==> config.mk <==
export PLATFORM = sky130hd
export DESIGN_NAME = seq_restoring_divider
export DESIGN_NICKNAME = d
export VERILOG_FILES = /design/src/rtl/seq_restoring_divider.sv
export SDC_FILE = /design/constraint.sdc
export NUM_CORES = 1
export LEC_CHECK = 0
export ABC_AREA = 1
export CORE_UTILIZATION = 36
export DETAILED_ROUTE_END_ITERATION = 8
export HOLD_SLACK_MARGIN = 0.06
export MAX_ROUTING_LAYER = met4
export SLEW_MARGIN = 20
export SYNTH_ARGS = -nofsm -noshare
export SYNTH_HDL_FRONTEND = slang
export SYNTH_SLANG_ARGS = --single-unit
==> constraint.sdc <==
create_clock -name clk_i -period 5 [get_ports clk_i]
set_input_delay 1.5 -clock clk_i [delete_from_list [all_inputs] [get_ports clk_i]]
set_output_delay 1.5 -clock clk_i [all_outputs]
set_load 0.02 [all_outputs]
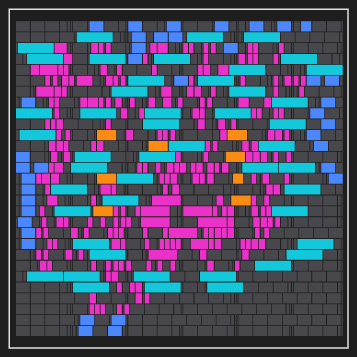
**Above:** run 1 (placed cells, one color a class).
Drawn at 4 px/um. Fill, decap, tap and diode cells in gray.
- flops: cyan (cells 47; share of their area 41%)
- clock drivers and dummy loads: orange (cells 8; share of their area 3.6%)
- other buffers and delay cells: blue (cells 38; share of their area 13%)
- all other logic: magenta (cells 242; share of their area 42%)
fraction of area in registers: 39.9%
final core occ: 45.6%
finished layout cell area: 2940 um2
floorplan row count: 29

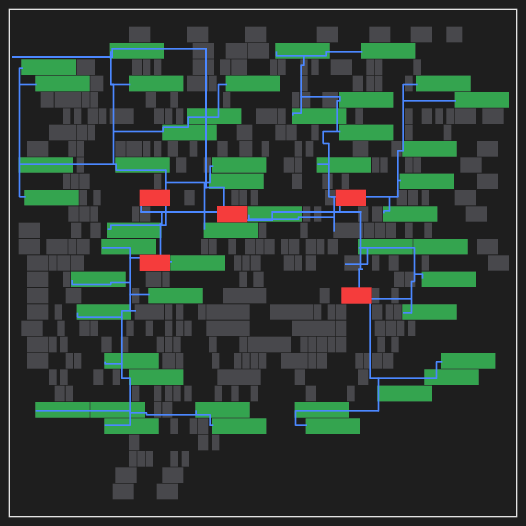
**Above:** run 1 (clock wires, drivers and flops).
Drawn at 6 px/um.
- flip-flops: green (count 47)
- cells driving clock nets: red (count 5)
- clock wires: blue (length 596 um)
- flops lie: all over the die
insertion delay of the later-clocked pin in the worst-skew pair: 0.30 ns
clock network fraction of design power: 11.6%

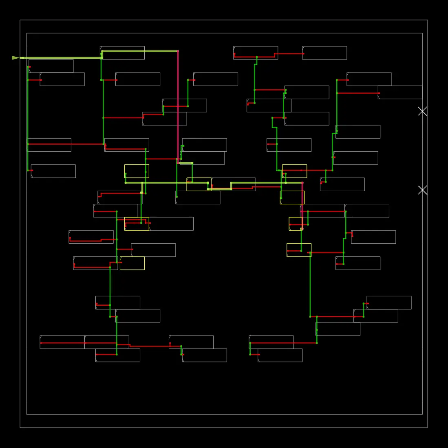
**Above:** run 1 (clock nets).
clock tree skew after final layout: 0.00827 ns
CTS buffer count: 5
count of flip-flops and latches: 47
Layout clock buffers: 7
total clock sinks: 47

==> flow_results.xml <==
<?xml version="1.0" encoding="UTF-8"?>
<metrics>
  <group name="run_status">
    <metric name="status" unit="">finished, violations left</metric>
    <metric name="violations" unit="">design-rule violations</metric>
  </group>
  <group name="drt">
    <metric name="via_per_inst" unit="">5.03</metric>
    <metric name="drt_drc_violations_left" unit="">4</metric>
    <metric name="detail_route.wl_per_cell" unit="um">14.0</metric>
    <metric name="detail_route.first_pass.iterations" unit="">6</metric>
    <metric name="met1_routed_wirelength_after_detailed_routing" unit="mm">2.78</metric>
    <metric name="detail_route.wirelength" unit="mm">5.78</metric>
    <metric name="top_layer" unit="">met4</metric>
    <metric name="dr_wl_met3" unit="um">250</metric>
  </group>
  <group name="global_route">
    <metric name="first_global_vias" unit="">2011</metric>
    <metric name="groute.layer.met1.usage" unit="%">25.3</metric>
    <metric name="track_usage" unit="%">18.5</metric>
    <metric name="grt_use_met2" unit="%">29.6</metric>
    <metric name="grt-busiest-layer" unit="">met2</metric>
    <metric name="gr-total-overflow" unit="">0</metric>
    <metric name="globalRouteMet3Util" unit="%">2.95</metric>
  </group>
  <group name="floorplan">
    <metric name="tapCellCount" unit="">77</metric>
    <metric name="coreArea" unit="um2">6460</metric>
    <metric name="floorplan.die_area" unit="um2">7110</metric>
    <metric name="io_pins" unit="">39</metric>
    <metric name="floorplan_utilization" unit="%">37.8</metric>
  </group>
  <group name="power_and_ir_drop">
    <metric name="p_leak" unit="nW">1.42</metric>
    <metric name="clock_network_power_consumption" unit="uW">256</metric>
    <metric name="power_consumed_by_combinational_cells" unit="mW">1.24</metric>
    <metric name="combinationalPowerShare" unit="%">56.0</metric>
    <metric name="seq_power_share" unit="%">32.4</metric>
    <metric name="ir_drop" unit="mV">0.557</metric>
    <metric name="seq-power" unit="uW">717</metric>
    <metric name="total_power" unit="mW">2.21</metric>
    <metric name="sw_frac_of_total" unit="%">47.3</metric>
    <metric name="switchingPower" unit="mW">1.05</metric>
    <metric name="p_int" unit="mW">1.17</metric>
    <metric name="dominant_power_group" unit="">combinational cells</metric>
    <metric name="power_density" unit="nW/um2">751</metric>
  </group>
  <group name="worst_setup_path">
    <metric name="cp-end-kind" unit="">register</metric>
    <metric name="critical-path-top-delay-family" unit="">adder cells</metric>
    <metric name="worstPathArrival" unit="ns">4.22</metric>
    <metric name="cp_num_cells" unit="">18</metric>
    <metric name="worstSetupPathType" unit="">register to register</metric>
    <metric name="path_cells" unit="">inv_1 -&gt; ha_1 -&gt; inv_1 -&gt; fa_1 -&gt; fa_1 -&gt; fa_1 -&gt; fa_1 -&gt; fa_1 -&gt; inv_1 -&gt; fa_1 -&gt; inv_1 -&gt; fa_1 -&gt; inv_1 -&gt; nand2_1 -&gt; nand3_1 -&gt; nand2_1 -&gt; nand3_1 -&gt; nand3_1</metric>
    <metric name="r2r_setup_slack" unit="ns">0.96</metric>
    <metric name="cp_slowest_stage_delay" unit="ns">0.41</metric>
    <metric name="worst_setup_path_start_kind" unit="">register</metric>
    <metric name="critical-path-top-cell-by-count" unit="">sky130_fd_sc_hd__fa_1</metric>
  </group>
  <group name="sta">
    <metric name="worst_slew_margin_rel" unit="%">60.3</metric>
    <metric name="finalCriticalPeriod" unit="ns">4.04</metric>
    <metric name="setup_violation_total_in_the_final_timing_report" unit="">0</metric>
    <metric name="final.setup.tns" unit="ns">0</metric>
    <metric name="max_slew.worst_pin.slew" unit="ns">0.596</metric>
    <metric name="final-hold-violation-count" unit="">0</metric>
    <metric name="worst_slack" unit="ns">0.961</metric>
    <metric name="fin_crit_sh" unit="%">80.8</metric>
    <metric name="timing.fmax" unit="MHz">248</metric>
  </group>
  <group name="synthesis">
    <metric name="yosys.area_share.simple" unit="%">29.6</metric>
    <metric name="yosys_register_bits" unit="">47</metric>
    <metric name="xor_share" unit="%">0.359</metric>
    <metric name="seq_area_frac_synth" unit="%">48.2</metric>
    <metric name="post_synth_instance_area" unit="um2">2440</metric>
    <metric name="yosys-stat-area" unit="um2">2440</metric>
    <metric name="async_reset_ff_share" unit="%">100</metric>
    <metric name="synth-main-ff-cell" unit="">sky130_fd_sc_hd__dfrtp_1</metric>
    <metric name="synthMuxAreaShare" unit="%">0</metric>
  </group>
  <group name="placement">
    <metric name="preCtsSetupSlack" unit="ns">0.987</metric>
    <metric name="detailedPlacementHpwl" unit="mm">4.13</metric>
    <metric name="port_buffers" unit="">38</metric>
    <metric name="place_congestion" unit="">0.819</metric>
    <metric name="detailed_place.area" unit="um2">2840</metric>
  </group>
  <group name="final_layout">
    <metric name="layout_top_cell" unit="">sky130_fd_sc_hd__nand2_1</metric>
    <metric name="signal_buffers" unit="">38</metric>
    <metric name="non_clock_buffer_area_share" unit="%">12.8</metric>
    <metric name="flop_area" unit="um2">1180</metric>
    <metric name="largest_class" unit="">sequential cells</metric>
    <metric name="areaGrowthSynthToFinish" unit="%">20.7</metric>
    <metric name="logic_gate_count" unit="">211</metric>
    <metric name="area_share_clock_buf_inv" unit="%">3.53</metric>
    <metric name="fillerInstances" unit="">682</metric>
    <metric name="diodes" unit="">0</metric>
  </group>
  <group name="flow_run">
    <metric name="drv.max_cap_violation_count" unit="">0</metric>
    <metric name="openroad.warnings" unit="">27</metric>
  </group>
  <group name="clock_tree">
    <metric name="hold_buffers" unit="">0</metric>
    <metric name="cts-root-buf" unit="">sky130_fd_sc_hd__clkbuf_8</metric>
    <metric name="cts_post_setup_buffers_inserted" unit="">0</metric>
    <metric name="htreeDepth" unit="">2</metric>
    <metric name="post_cts_resize_count" unit="">0</metric>
    <metric name="clk_pin_slew_worst_paths" unit="ns">0.09</metric>
  </group>
  <group name="hold_path">
    <metric name="worstHoldPathType" unit="">register to register</metric>
  </group>
</metrics>
Power and IR drop assume default switching activity.
